Figure 1. Cell placement.
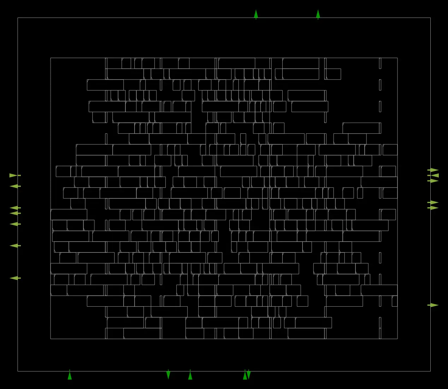
Figure 2. Nets reached from selected ports.
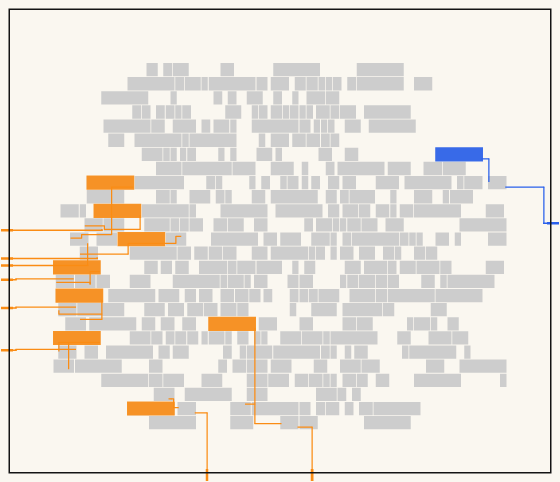
Figure 3. The metal 3 layer.
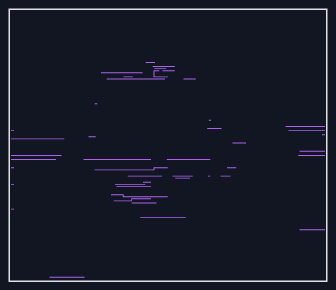
Figure 4. Wiring heat map.
21 x 18 tiles, from black (low) to pale yellow (high), scaled to the fullest tile. Values are wire area over tile area, all layers added.
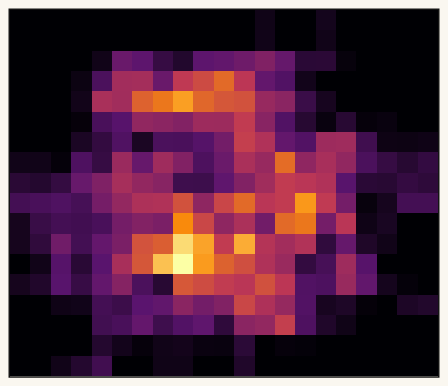
===== src/rtl/mfm_pkg.sv =====
// mfm_pkg: shared constants, state encoding and MFM helper functions for
// the MFM sync framer slice (mfm_sync_framer, mfm_crc16_serial).
package mfm_pkg;

  localparam logic [15:0] SYNC_A1         = 16'h4489;
  localparam logic [15:0] SYNC_C2         = 16'h5224;

  localparam logic [7:0]  AM_ID           = 8'hFE;
  localparam logic [7:0]  AM_DATA         = 8'hFB;
  localparam logic [7:0]  AM_DDATA        = 8'hF8;

  localparam logic [15:0] CRC_POLY        = 16'h1021;
  localparam logic [15:0] CRC_PRESET_A1X3 = 16'hCDB4;

  typedef enum logic [1:0] {
    ST_HUNT  = 2'd0,
    ST_SYNC  = 2'd1,
    ST_FIELD = 2'd2
  } framer_state_e;

  // Data bits are the second cell of each clock/data pair.
  function automatic logic [7:0] mfm_decode(input logic [15:0] w);
    logic [7:0] b;
    for (int i = 0; i < 8; i++) begin
      b[i] = w[2*i];
    end
    return b;
  endfunction

  // c[16] is the last data cell of the previous word, c[15:0] the current word.
  // Flags a "11" pair or a missing clock between two zero data cells.
  function automatic logic mfm_clock_violation(input logic [16:0] c);
    logic v;
    v = 1'b0;
    for (int i = 0; i < 8; i++) begin
      v = v | (c[2*i+1] & c[2*i]) | (~c[2*i+2] & ~c[2*i+1] & ~c[2*i]);
    end
    return v;
  endfunction

endpackage


===== src/rtl/mfm_crc16_serial.sv =====
// mfm_crc16_serial: bit-serial CRC-16/CCITT (poly 0x1021), MSB-first.
// Ports:
//   clk, reset  - system clock, asynchronous active-high reset
//   preload     - load the A1 A1 A1 preset (wins over bit_en)
//   bit_en      - shift bit_in into the CRC this cycle
//   bit_in      - data bit
//   crc         - current CRC register
module mfm_crc16_serial
  import mfm_pkg::*;
(
  input  logic        clk,
  input  logic        reset,
  input  logic        preload,
  input  logic        bit_en,
  input  logic        bit_in,
  output logic [15:0] crc
);

  logic [15:0] crc_q, crc_d;

  always_comb begin
    crc_d = crc_q;
    if (preload) begin
      crc_d = CRC_PRESET_A1X3;
    end else if (bit_en) begin
      crc_d = {crc_q[14:0], 1'b0} ^ ((crc_q[15] ^ bit_in) ? CRC_POLY : 16'h0000);
    end
  end

  always_ff @(posedge clk or posedge reset) begin
    if (reset) crc_q <= 16'hFFFF;
    else       crc_q <= crc_d;
  end

  assign crc = crc_q;

endmodule


===== src/rtl/mfm_sync_framer.sv =====
// mfm_sync_framer: hunts the raw MFM cell stream for the A1 sync (0x4489),
// locks byte alignment after three consecutive syncs, validates the address
// mark and emits decoded mark/field bytes with clock-violation and CRC status.
// Optional feature macro: MFM_FRAMER_CRC_EN (CRC-16 checking, CRC-gated n_reg).
// Ports:
//   clk, reset         - system clock, asynchronous active-high reset
//   enable             - low forces HUNT and clears field status
//   bit_valid, bit_in  - one MFM cell per strobe, MSB-first
//   byte_out           - decoded byte, qualified by byte_valid
//   byte_valid         - one-cycle byte pulse
//   mark_valid         - byte_valid is the address mark
//   locked             - framer is inside a field
//   field_done         - pulse with the last field byte
//   field_err, crc_ok  - field status, valid with field_done
//   mark_err           - pulse when the post-sync byte is not FE/FB/F8
//
// state    | meaning
// ---------+---------------------------------------------------------------
// ST_HUNT  | searching every cell for the A1 sync pattern
// ST_SYNC  | aligned; counting A1 words, mark decided on first non-A1 word
// ST_FIELD | emitting field bytes until the length counter runs out
module mfm_sync_framer
  import mfm_pkg::*;
#(
  parameter int MAX_N = 3   // n_reg is 2 bits wide, so MAX_N must be <= 3
) (
  input  logic       clk,
  input  logic       reset,
  input  logic       enable,
  input  logic       bit_valid,
  input  logic       bit_in,
  output logic [7:0] byte_out,
  output logic       byte_valid,
  output logic       mark_valid,
  output logic       locked,
  output logic       field_done,
  output logic       field_err,
  output logic       crc_ok,
  output logic       mark_err
);

  framer_state_e state_q, state_d;
  logic [15:0]   sr_q, sr_d, sr_next;
  logic [3:0]    cell_cnt_q, cell_cnt_d;
  logic [1:0]    sync_cnt_q, sync_cnt_d;
  logic [10:0]   remaining_q, remaining_d;
  logic          err_q, err_d;
  logic          is_id_q, is_id_d;
  logic [1:0]    n_cap_q, n_cap_d;
  logic [1:0]    n_reg_q, n_reg_d;
  logic [7:0]    byte_out_q, byte_out_d;
  logic          byte_valid_q, byte_valid_d;
  logic          mark_valid_q, mark_valid_d;
  logic          field_done_q, field_done_d;
  logic          field_err_q, field_err_d;
  logic          mark_err_q, mark_err_d;

  logic          boundary;
  logic [7:0]    word_byte;
  logic          word_viol;
  logic          crc_good;

  assign sr_next   = bit_valid ? {sr_q[14:0], bit_in} : sr_q;
  assign boundary  = bit_valid && (cell_cnt_q == 4'd15);
  assign word_byte = mfm_decode(sr_next);
  // sr_q[15] is the final data cell of the previous word.
  assign word_viol = mfm_clock_violation({sr_q[15], sr_next});

  always_comb begin
    state_d      = state_q;
    sr_d         = sr_q;
    cell_cnt_d   = cell_cnt_q;
    sync_cnt_d   = sync_cnt_q;
    remaining_d  = remaining_q;
    err_d        = err_q;
    is_id_d      = is_id_q;
    n_cap_d      = n_cap_q;
    n_reg_d      = n_reg_q;
    byte_out_d   = byte_out_q;
    byte_valid_d = 1'b0;
    mark_valid_d = 1'b0;
    field_done_d = 1'b0;
    field_err_d  = 1'b0;
    mark_err_d   = 1'b0;

    if (bit_valid) begin
      sr_d       = sr_next;
      cell_cnt_d = cell_cnt_q + 4'd1;
    end

    if (!enable) begin
      state_d    = ST_HUNT;
      sync_cnt_d = 2'd0;
      err_d      = 1'b0;
    end else begin
      // ID size code is committed once the whole ID field (and its CRC) is in.
      if (field_done_q && is_id_q && crc_good) n_reg_d = n_cap_q;

      case (state_q)
        ST_HUNT: begin
          if (bit_valid && sr_next == SYNC_A1) begin
            state_d    = ST_SYNC;
            sync_cnt_d = 2'd1;
            cell_cnt_d = 4'd0;
          end
        end

        ST_SYNC: begin
          if (boundary) begin
            if (sr_next == SYNC_A1) begin
              if (sync_cnt_q != 2'd3) sync_cnt_d = sync_cnt_q + 2'd1;
            end else if (sync_cnt_q != 2'd3) begin
              state_d    = ST_HUNT;
              sync_cnt_d = 2'd0;
            end else if (word_byte == AM_ID || word_byte == AM_DATA ||
                         word_byte == AM_DDATA) begin
              state_d      = ST_FIELD;
              byte_out_d   = word_byte;
              byte_valid_d = 1'b1;
              mark_valid_d = 1'b1;
              err_d        = 1'b0;
              is_id_d      = (word_byte == AM_ID);
              if (word_byte == AM_ID) remaining_d = 11'd6;
              else                    remaining_d = (11'd128 << n_reg_q) + 11'd2;
            end else begin
              state_d    = ST_HUNT;
              sync_cnt_d = 2'd0;
              mark_err_d = 1'b1;
            end
          end
        end

        ST_FIELD: begin
          if (boundary) begin
            byte_out_d   = word_byte;
            byte_valid_d = 1'b1;
            err_d        = err_q | word_viol;
            remaining_d  = remaining_q - 11'd1;
            // N is the 4th ID byte: C, H, R, N leaves CRC x2 still to come.
            if (is_id_q && remaining_q == 11'd3) begin
              if (int'(word_byte) > MAX_N) n_cap_d = 2'(MAX_N);
              else                         n_cap_d = word_byte[1:0];
            end
            if (remaining_q == 11'd1) begin
              field_done_d = 1'b1;
              field_err_d  = err_q | word_viol;
              state_d      = ST_HUNT;
              sync_cnt_d   = 2'd0;
            end
          end
        end

        default: begin
          state_d    = ST_HUNT;
          sync_cnt_d = 2'd0;
        end
      endcase
    end
  end

  always_ff @(posedge clk or posedge reset) begin
    if (reset) begin
      state_q      <= ST_HUNT;
      sr_q         <= 16'h0000;
      cell_cnt_q   <= 4'd0;
      sync_cnt_q   <= 2'd0;
      remaining_q  <= 11'd0;
      err_q        <= 1'b0;
      is_id_q      <= 1'b0;
      n_cap_q      <= 2'd2;
      n_reg_q      <= 2'd2;
      byte_out_q   <= 8'h00;
      byte_valid_q <= 1'b0;
      mark_valid_q <= 1'b0;
      field_done_q <= 1'b0;
      field_err_q  <= 1'b0;
      mark_err_q   <= 1'b0;
    end else begin
      state_q      <= state_d;
      sr_q         <= sr_d;
      cell_cnt_q   <= cell_cnt_d;
      sync_cnt_q   <= sync_cnt_d;
      remaining_q  <= remaining_d;
      err_q        <= err_d;
      is_id_q      <= is_id_d;
      n_cap_q      <= n_cap_d;
      n_reg_q      <= n_reg_d;
      byte_out_q   <= byte_out_d;
      byte_valid_q <= byte_valid_d;
      mark_valid_q <= mark_valid_d;
      field_done_q <= field_done_d;
      field_err_q  <= field_err_d;
      mark_err_q   <= mark_err_d;
    end
  end

`ifdef MFM_FRAMER_CRC_EN
  logic        crc_preload;
  logic        crc_bit_en;
  logic [15:0] crc;

  // Preset on the A1 that completes (or extends) a run of three, so the CRC
  // covers A1 A1 A1 + mark + field no matter how long the sync run was.
  assign crc_preload = enable && state_q == ST_SYNC && boundary &&
                       sr_next == SYNC_A1 && sync_cnt_q >= 2'd2;
  // Odd cell counts are data cells; the mark word is still seen in ST_SYNC.
  assign crc_bit_en  = enable && bit_valid && cell_cnt_q[0] &&
                       (state_q == ST_FIELD ||
                        (state_q == ST_SYNC && sync_cnt_q == 2'd3));

  mfm_crc16_serial u_crc (
    .clk     (clk),
    .reset   (reset),
    .preload (crc_preload),
    .bit_en  (crc_bit_en),
    .bit_in  (bit_in),
    .crc     (crc)
  );

  // The CRC register already holds the post-last-bit value when field_done is high.
  assign crc_good = (crc == 16'h0000);
  assign crc_ok   = field_done_q & crc_good;
`else
  assign crc_good = 1'b1;
  assign crc_ok   = 1'b0;
`endif

  assign byte_out   = byte_out_q;
  assign byte_valid = byte_valid_q;
  assign mark_valid = mark_valid_q;
  assign field_done = field_done_q;
  assign field_err  = field_err_q;
  assign mark_err   = mark_err_q;
  assign locked     = (state_q == ST_FIELD);

endmodule


===== config.mk =====
export PLATFORM = sky130hd
export DESIGN_NAME = mfm_sync_framer
export DESIGN_NICKNAME = d
export VERILOG_FILES = /design/src/rtl/mfm_pkg.sv /design/src/rtl/mfm_crc16_serial.sv /design/src/rtl/mfm_sync_framer.sv
export SDC_FILE = /design/constraint.sdc
export NUM_CORES = 1
export LEC_CHECK = 0
export ABC_CLOCK_PERIOD_IN_PS = 2500
export CORE_AREA = 8 8 96 81
export DETAILED_ROUTE_END_ITERATION = 12
export DIE_AREA = 0 0 104 89
export PLACE_DENSITY = 0.69
export SYNTH_ARGS = -nofsm -noshare
export SYNTH_HDL_FRONTEND = slang
export SYNTH_SLANG_ARGS = --single-unit

===== constraint.sdc =====
create_clock -name clk -period 2.5 [get_ports clk]
set_clock_uncertainty 0.1 [all_clocks]
set_input_delay 0.375 -clock clk [delete_from_list [all_inputs] [get_ports clk]]
set_output_delay 0.375 -clock clk [all_outputs]
set_load 0.01 [all_outputs]

==> impl_metrics.py <==
# Synthesis and PnR figures
metrics = {
    "pwr": {
        "pwr_density_cell_mw_per_mm2": 642,
        "netSwitchingPower_uw": 804,
        "power_mw": 2.35,
        "leakage_nw": 1.64,
        "clkPwrFrac_pct": 20.6,
        "pwr-share-comb_pct": 28.3,
        "intPower_mw": 1.55,
    },
    "place": {
        "dp_cells": 430,
        "postPlaceCellArea_mm2": 0.00355,
        "pre_cts_ws_ns": -0.281,
        "hpwl_um": 5190,
    },
    "worst_setup_path": {
        "r2r-end": "remaining_q[8]",
        "arrival_ns": 2.30,
        "slowest_delay_ns": 0.49,
        "cpMaxStageDelayCell": "dfrtp_1",
        "cp-end-kind": "register",
        "required_ns": 2.60,
        "r2r_slack_ns": 0.30,
    },
    "flow_run": {
        "cap_violations": 0,
    },
    "timing": {
        "period_needed_ns": 2.20,
        "hold_viol": 0,
        "tns_ns": 0,
        "setup_slack_ns": 0.302,
        "finalCritPeriodShare_pct": 87.9,
    },
    "layout": {
        "stdcell_area_mm2": 0.00366,
        "drive_above_1_share_pct": 23.4,
        "seq_cells": 54,
        "nNonClkInverters": 12,
        "largest_reg_flops": 16,
        "nMultiInputCombCells": 224,
        "nClkBuffers": 6,
        "logic_area_mm2": 0.00157,
        "antenna_cells": 0,
        "regMostFlops": "sr_q",
        "num-nonclk-buffers": 56,
        "register_area_mm2": 0.00135,
    },
    "clocking": {
        "root_buffer": "clkbuf_8",
        "clock_path_buffers": 2,
        "cts_setup_buffers": 0,
        "clock_latency_ns": 0.31,
        "h-tree-depth": 2,
    },
    "die": {
        "num_rows": 26,
        "fp_util_pct": 49.7,
        "fp.dieW_um": 104,
        "die-area_mm2": 0.00926,
        "die_h_um": 89,
    },
    "routing": {
        "wl_met3_um": 352,
        "top_signal_layer_used": "met4",
        "ant_nets": 0,
        "m1WireLength_um": 3530,
        "dr.first_iter.drc_count": 173,
        "met2_length_um": 3030,
    },
    "synthesis": {
        "ff_type": "dfrtp_1",
        "synth_cell_types": 61,
        "ys_cells": 311,
        "numSynthFlops": 54,
        "syn_area_mm2": 0.00307,
        "seq_area_frac_synth_pct": 44.1,
        "fa_ha_area_share_pct": 3.67,
        "simple_gate_share_pct": 19.2,
        "edf_count": 0,
        "yosysChipArea_mm2": 0.00307,
    },
    "global_routing": {
        "grt_pass1_wl_um": 12200,
        "grt_overflow_total": 0,
        "grt_max_degree": 36,
        "antenna_found_initial": 0,
        "grtUsageMet2_pct": 24.5,
        "grt_pass1_vias": 2484,
    },
    "status": {
        "status": "complete, no violations",
    },
}
## Picture notes: Figure 1
Seq/total area: 37.0%
core area: 0.00618 mm²
# Taps: 84
# fillers: 532
Non-Filler Instances: 438

## Picture notes: Figure 2
- field_err: blue (bits 1; direction output; edge east; end cells 1; wire 20.8 µm)
- byte_out: orange (bits 8; direction output; edge 6 west, 2 south; end cells 8; wire 244 µm)
Port-buffer cells: 18
I/O pin cnt: 20

## Picture notes: Figure 3
- nets with wire on the layer: 37
- wire length on this layer: 352 µm
- share of all routed wire: 5.0%
- longest straight run: 21.8 µm
DR vias: 2491
met3 global-route usage: 3.24%

## Picture notes: Figure 4
- densest ninth of the die: center
- nearly empty tiles: 33%
- emptiest ninth of the die: north-east
- tiles over half the peak: 11%
Routed WL per cell: 16.0 µm
Overall Global Routing Usage: 16.0%
Detailed Route WL: 7010 µm

synth_stat cells (3+ instances only):
master    count  share of area, %
a22o_1        4               1.1
and2_1        4              0.82
nor4_1        6               1.2
buf_2         5              0.82
a21o_1        4              0.98
nor2_1       21               2.6
o21ai_0      16               2.6
or3_1         4              0.82
buf_6         3               1.1
nand3_1      10               1.6
clkbuf_1     10               1.2
nand2_1      30               3.7
nor3_1        8               1.3
a21oi_1      10               1.6
a22oi_1       3              0.73
ha_1          9               3.7
nor2b_1       4              0.82
mux2_2       24               8.8
o31ai_1       3              0.73
dfrtp_1      52                42
xnor2_1       3              0.86
o22a_1        3              0.86
mux2i_1       6               2.0
inv_1        11               1.3
nor4b_1       3              0.86
nand4_1       7               1.4
worst max-delay path by stage:
stage               start              to
3_3_place_gp    bit_valid  remaining_q[8]
5_1_grt        state_q[1]  remaining_q[8]
3_5_place_dp    bit_valid   sync_cnt_q[0]
4_1_cts         bit_valid      state_q[1]
6_report          sr_q[2]  remaining_q[8]
2_1_floorplan   bit_valid     byte_out[3]
power groups by stage:
| stage | Clock (mW) | Combinational [mW] | Sequential, mW |
|---|---|---|---|
| after floorplan | 0 | 0.562 | 1.08 |
| after global placement | 0 | 0.641 | 1.20 |
| after detailed placement | 0 | 0.660 | 1.21 |
| after CTS | 0.501 | 0.662 | 1.19 |
| after global routing | 0.535 | 0.753 | 1.23 |
| final | 0.484 | 0.665 | 1.20 |
worst max-delay path, delay by kind of cell, from the launching register on:
kind | cells | cell delay [ns]
AND-OR/OR-AND | 4 | 0.84
XOR/XNOR | 1 | 0.13
buffers and inverters | 2 | 0.27
flip-flops | 1 | 0.49
multiplexers | 1 | 0.26
Power figures rest on the tool's default switching activity, not on a simulated workload.
